## src/rtl/ray_cast_sequencer_pkg.sv

```systemverilog
// Shared definitions for the ray-cast sequencer and the ray-cast register block:
// register-select codes, the miss distance and the sequencer state encoding.
package ray_cast_sequencer_pkg;

  typedef enum logic [2:0] {
    CTRL_PLAYER_POS = 3'b000,
    CTRL_RAY_DIR    = 3'b001,
    CTRL_WALL_START = 3'b010,
    CTRL_WALL_END   = 3'b011,
    CTRL_WALL_PTR   = 3'b100
  } ctrl_e;

  localparam logic [15:0] DIST_MISS = 16'hFFFF;

  typedef enum logic [3:0] {
    S_IDLE,
    S_LOAD_PLAYER,
    S_LOAD_RAY,
    S_FETCH,
    S_FETCH_LAST,
    S_LOAD_START,
    S_LOAD_END,
    S_WAIT,
    S_COMPARE,
    S_DONE
  } state_e;

endpackage

```

## src/rtl/ray_cast_wall_fetch.sv

```systemverilog
// Wall fetcher: walks the four words (x1, y1, x2, y2) of wall wall_idx and
// captures each one the cycle after it is read, because memory has one cycle of read latency.
module ray_cast_wall_fetch
  import ray_cast_sequencer_pkg::*;
#(
  parameter int ADDR_W = 10,
  parameter int WALL_W = 8
) (
  input  logic              clk,
  input  logic              rst_n,
  input  logic              fetch,
  input  logic [ADDR_W-1:0] wall_base,
  input  logic [WALL_W-1:0] wall_idx,
  input  logic [15:0]       wall_rd_data,
  output logic              wall_rd_en,
  output logic [ADDR_W-1:0] wall_addr,
  output logic              last_word,
  output logic [15:0]       x1,
  output logic [15:0]       y1,
  output logic [15:0]       x2,
  output logic [15:0]       y2
);

  logic [1:0]        word_sel;
  logic [1:0]        cap_sel;
  logic              cap_en;
  logic [15:0]       word_q [4];
  logic [ADDR_W-1:0] wall_offset;

  // Four words per wall; the address wraps modulo 2**ADDR_W.
  assign wall_offset = ADDR_W'({wall_idx, 2'b00});
  assign wall_rd_en  = fetch;
  assign wall_addr   = fetch ? wall_base + wall_offset + ADDR_W'(word_sel) : '0;
  assign last_word   = fetch && (word_sel == 2'd3);

  // NOTE: state is updated with <= so every flop samples pre-edge values;
  // the tiny word store is reset too, so x1..y2 never leak X into the register block.
  always_ff @(posedge clk or negedge rst_n) begin
    if (!rst_n) begin
      word_sel <= '0;
      cap_sel  <= '0;
      cap_en   <= 1'b0;
      for (int w = 0; w < 4; w++) word_q[w] <= '0;
    end else begin
      word_sel <= fetch ? word_sel + 2'd1 : 2'd0;
      cap_en   <= fetch;
      cap_sel  <= word_sel;
      if (cap_en) word_q[cap_sel] <= wall_rd_data;
    end
  end

  assign x1 = word_q[0];
  assign y1 = word_q[1];
  assign x2 = word_q[2];
  assign y2 = word_q[3];

endmodule

```

## src/rtl/ray_cast_sequencer.sv

```systemverilog
// Ray-cast sequencer: loads player/ray, streams every wall through the intersector
// and keeps the nearest hit. Optional near clip: define RAY_CAST_SEQ_NEAR_CLIP_EN.
module ray_cast_sequencer
  import ray_cast_sequencer_pkg::*;
#(
  parameter int          ADDR_W      = 10,
  parameter int          WALL_W      = 8,
  parameter int          WAIT_CYCLES = 2,
  parameter logic [15:0] NEAR_CLIP   = 16'h0010
) (
  input  logic              clk,
  input  logic              rst_n,
  input  logic              start,
  input  logic [15:0]       player_x,
  input  logic [15:0]       player_y,
  input  logic [15:0]       ray_dx,
  input  logic [15:0]       ray_dy,
  input  logic [ADDR_W-1:0] wall_base,
  input  logic [WALL_W-1:0] wall_count,
  output logic              wall_rd_en,
  output logic [ADDR_W-1:0] wall_addr,
  input  logic [15:0]       wall_rd_data,
  output logic              a_en,
  output logic              b_en,
  output logic [15:0]       a,
  output logic [15:0]       b,
  output logic [2:0]        control_a,
  output logic [2:0]        control_b,
  input  logic [15:0]       ray_distance,
  input  logic [15:0]       uv_x,
  output logic              busy,
  output logic              done,
  output logic [15:0]       best_distance,
  output logic [15:0]       best_uv,
  output logic [WALL_W-1:0] best_wall,
  output logic              hit
);

  localparam int WAIT_W = (WAIT_CYCLES > 1) ? $clog2(WAIT_CYCLES) : 1;

  state_e            state_q, state_d;
  logic [15:0]       px_q, py_q, dx_q, dy_q;
  logic [ADDR_W-1:0] base_q;
  logic [WALL_W-1:0] count_q, idx_q;
  logic [WAIT_W-1:0] wait_q;
  logic              last_word, last_wall, near_ok, accept;
  logic [15:0]       x1, y1, x2, y2;
  ctrl_e             ctrl;

  ray_cast_wall_fetch #(.ADDR_W(ADDR_W), .WALL_W(WALL_W)) u_fetch (
    .clk          (clk),
    .rst_n        (rst_n),
    .fetch        (state_q == S_FETCH),
    .wall_base    (base_q),
    .wall_idx     (idx_q),
    .wall_rd_data (wall_rd_data),
    .wall_rd_en   (wall_rd_en),
    .wall_addr    (wall_addr),
    .last_word    (last_word),
    .x1           (x1),
    .y1           (y1),
    .x2           (x2),
    .y2           (y2)
  );

  // One extra bit so wall_count == 255 terminates before the index could wrap.
  assign last_wall = ({1'b0, idx_q} + (WALL_W+1)'(1)) == {1'b0, count_q};

`ifdef RAY_CAST_SEQ_NEAR_CLIP_EN
  assign near_ok = ray_distance >= NEAR_CLIP;
`else
  assign near_ok = 1'b1;
`endif

  // Strict less-than keeps the earlier wall on equal distances.
  assign accept = (ray_distance != DIST_MISS) && (ray_distance < best_distance) && near_ok;

  always_ff @(posedge clk or negedge rst_n) begin
    if (!rst_n) state_q <= S_IDLE;
    else        state_q <= state_d;
  end

  // NOTE: every output of this block gets a default first, so no path infers a latch.
  always_comb begin
    state_d = state_q;
    unique case (state_q)
      S_IDLE:        if (start) state_d = S_LOAD_PLAYER;
      S_LOAD_PLAYER: state_d = S_LOAD_RAY;
      S_LOAD_RAY:    state_d = (count_q == '0) ? S_DONE : S_FETCH;
      S_FETCH:       if (last_word) state_d = S_FETCH_LAST;
      S_FETCH_LAST:  state_d = S_LOAD_START;
      S_LOAD_START:  state_d = S_LOAD_END;
      S_LOAD_END:    state_d = S_WAIT;
      S_WAIT:        if (wait_q == WAIT_W'(WAIT_CYCLES - 1)) state_d = S_COMPARE;
      S_COMPARE:     state_d = last_wall ? S_DONE : S_FETCH;
      S_DONE:        state_d = S_IDLE;
      default:       state_d = S_IDLE;
    endcase
  end

  always_comb begin
    ctrl = CTRL_PLAYER_POS;
    a_en = 1'b0;
    a    = '0;
    b    = '0;
    unique case (state_q)
      S_LOAD_PLAYER: begin a_en = 1'b1; a = px_q; b = py_q; end
      S_LOAD_RAY:    begin a_en = 1'b1; ctrl = CTRL_RAY_DIR;    a = dx_q; b = dy_q; end
      S_LOAD_START:  begin a_en = 1'b1; ctrl = CTRL_WALL_START; a = x1;   b = y1;   end
      S_LOAD_END:    begin a_en = 1'b1; ctrl = CTRL_WALL_END;   a = x2;   b = y2;   end
      default: ;
    endcase
  end

  assign b_en      = a_en;
  assign control_a = ctrl;
  assign control_b = ctrl;
  assign busy      = (state_q != S_IDLE);
  assign done      = (state_q == S_DONE);

  always_ff @(posedge clk or negedge rst_n) begin
    if (!rst_n) begin
      px_q          <= '0;
      py_q          <= '0;
      dx_q          <= '0;
      dy_q          <= '0;
      base_q        <= '0;
      count_q       <= '0;
      idx_q         <= '0;
      wait_q        <= '0;
      best_distance <= DIST_MISS;
      best_uv       <= '0;
      best_wall     <= '0;
      hit           <= 1'b0;
    end else begin
      unique case (state_q)
        S_IDLE: if (start) begin
          px_q          <= player_x;
          py_q          <= player_y;
          dx_q          <= ray_dx;
          dy_q          <= ray_dy;
          base_q        <= wall_base;
          count_q       <= wall_count;
          idx_q         <= '0;
          best_distance <= DIST_MISS;
          best_uv       <= '0;
          best_wall     <= '0;
          hit           <= 1'b0;
        end
        S_LOAD_END: wait_q <= '0;
        S_WAIT:     wait_q <= wait_q + WAIT_W'(1);
        S_COMPARE: begin
          if (accept) begin
            best_distance <= ray_distance;
            best_uv       <= uv_x;
            best_wall     <= idx_q;
            hit           <= 1'b1;
          end
          idx_q <= idx_q + WALL_W'(1);
        end
        default: ;
      endcase
    end
  end

endmodule

```

## config.mk

```make
export PLATFORM = sky130hd
export DESIGN_NAME = ray_cast_sequencer
export DESIGN_NICKNAME = d
export VERILOG_FILES = /design/src/rtl/ray_cast_sequencer_pkg.sv /design/src/rtl/ray_cast_wall_fetch.sv /design/src/rtl/ray_cast_sequencer.sv
export SDC_FILE = /design/constraint.sdc
export NUM_CORES = 1
export LEC_CHECK = 0
export CAP_MARGIN = 5
export CORE_MARGIN = 4
export CORE_UTILIZATION = 35
export CTS_CLUSTER_DIAMETER = 120
export DETAILED_ROUTE_END_ITERATION = 10
export PLACE_DENSITY = 0.63
export SLEW_MARGIN = 20
export SYNTH_ARGS = -nofsm -noshare
export SYNTH_HDL_FRONTEND = slang
export SYNTH_SLANG_ARGS = --single-unit
export TNS_END_PERCENT = 100
```

## constraint.sdc

```tcl
create_clock -name clk -period 2.5 [get_ports clk]
set_input_delay 0.625 -clock clk [delete_from_list [all_inputs] [get_ports clk]]
set_output_delay 0.625 -clock clk [all_outputs]
set_load 0.02 [all_outputs]
```

The metal 1 layer:
Bar = 50 microns. Supply wires on this layer in gray.
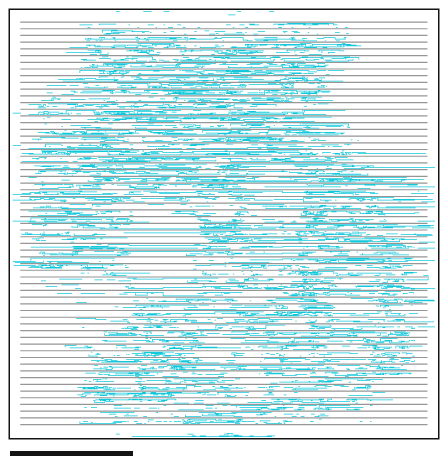
share of all routed wire	45%
wire length on this layer	14300 microns
main direction	horizontal
met1 usage in global routing: 0.279
routed wire length: 31500 microns

Metal 2:
Cells faint in the background.
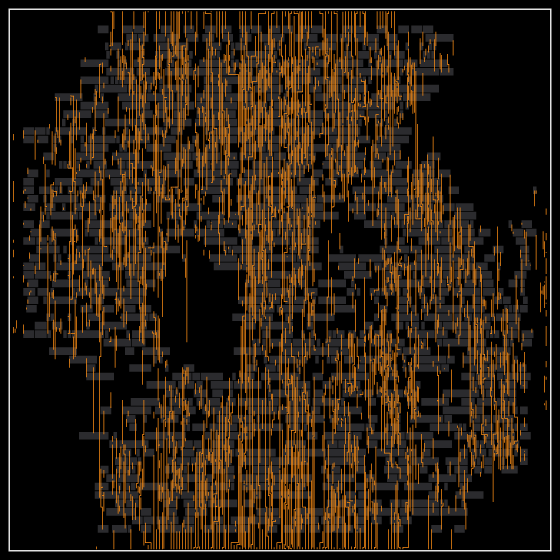
wire length on this layer	15300 microns
longest straight run	81.6 microns
share of all routed wire	49%
main direction	vertical
met2 routing resource usage after global routing: 0.340
vias post-DR: 8257

The metal 3 layer:
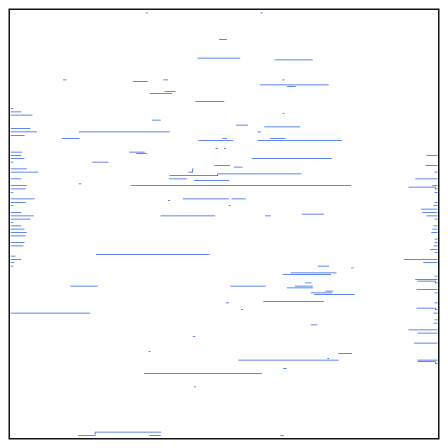
share of all routed wire	3.8%
wire length on this layer	1190 microns
longest straight run	89.2 microns
nets with wire on the layer	115
main direction	horizontal
GR Layer Usage met3: 0.0240

==> impl_metrics.toml <==
# synthesis and place-and-route metrics
[layout]
antenna_cells_inserted = 2
ff_latch_area_sq_mm = 0.00515
bufAreaShareNonClock = 0.252
clk_share = 0.0486
nFillCells = 2305

[worst_hold_path]
timing.hold.worst.class = "in -> async"

[routing]
wl_met2_microns = 15300

[flow_run]
cap_violations = 0

[sta]
finalHoldViolations = 0
finalSetupViolations = 40
postLayoutSetupSlackWorst_ns = -0.520

[critical_path]
path_buffers = 2
critical_path_source_type = "flop"

[placed_design]
buffer_ports.inserted = 224
placement.cell_area_sq_mm = 0.0127

[run_status]
failed_checks = "setup timing"
result_of_the_run = "finished with violations"

[yosys]
synth.cellmix.xorXnorShare = 0.0164

[floorplanning]
die_height_microns = 174

[power]
power.sequential.fraction = 0.324
clock_power_mw = 3.23
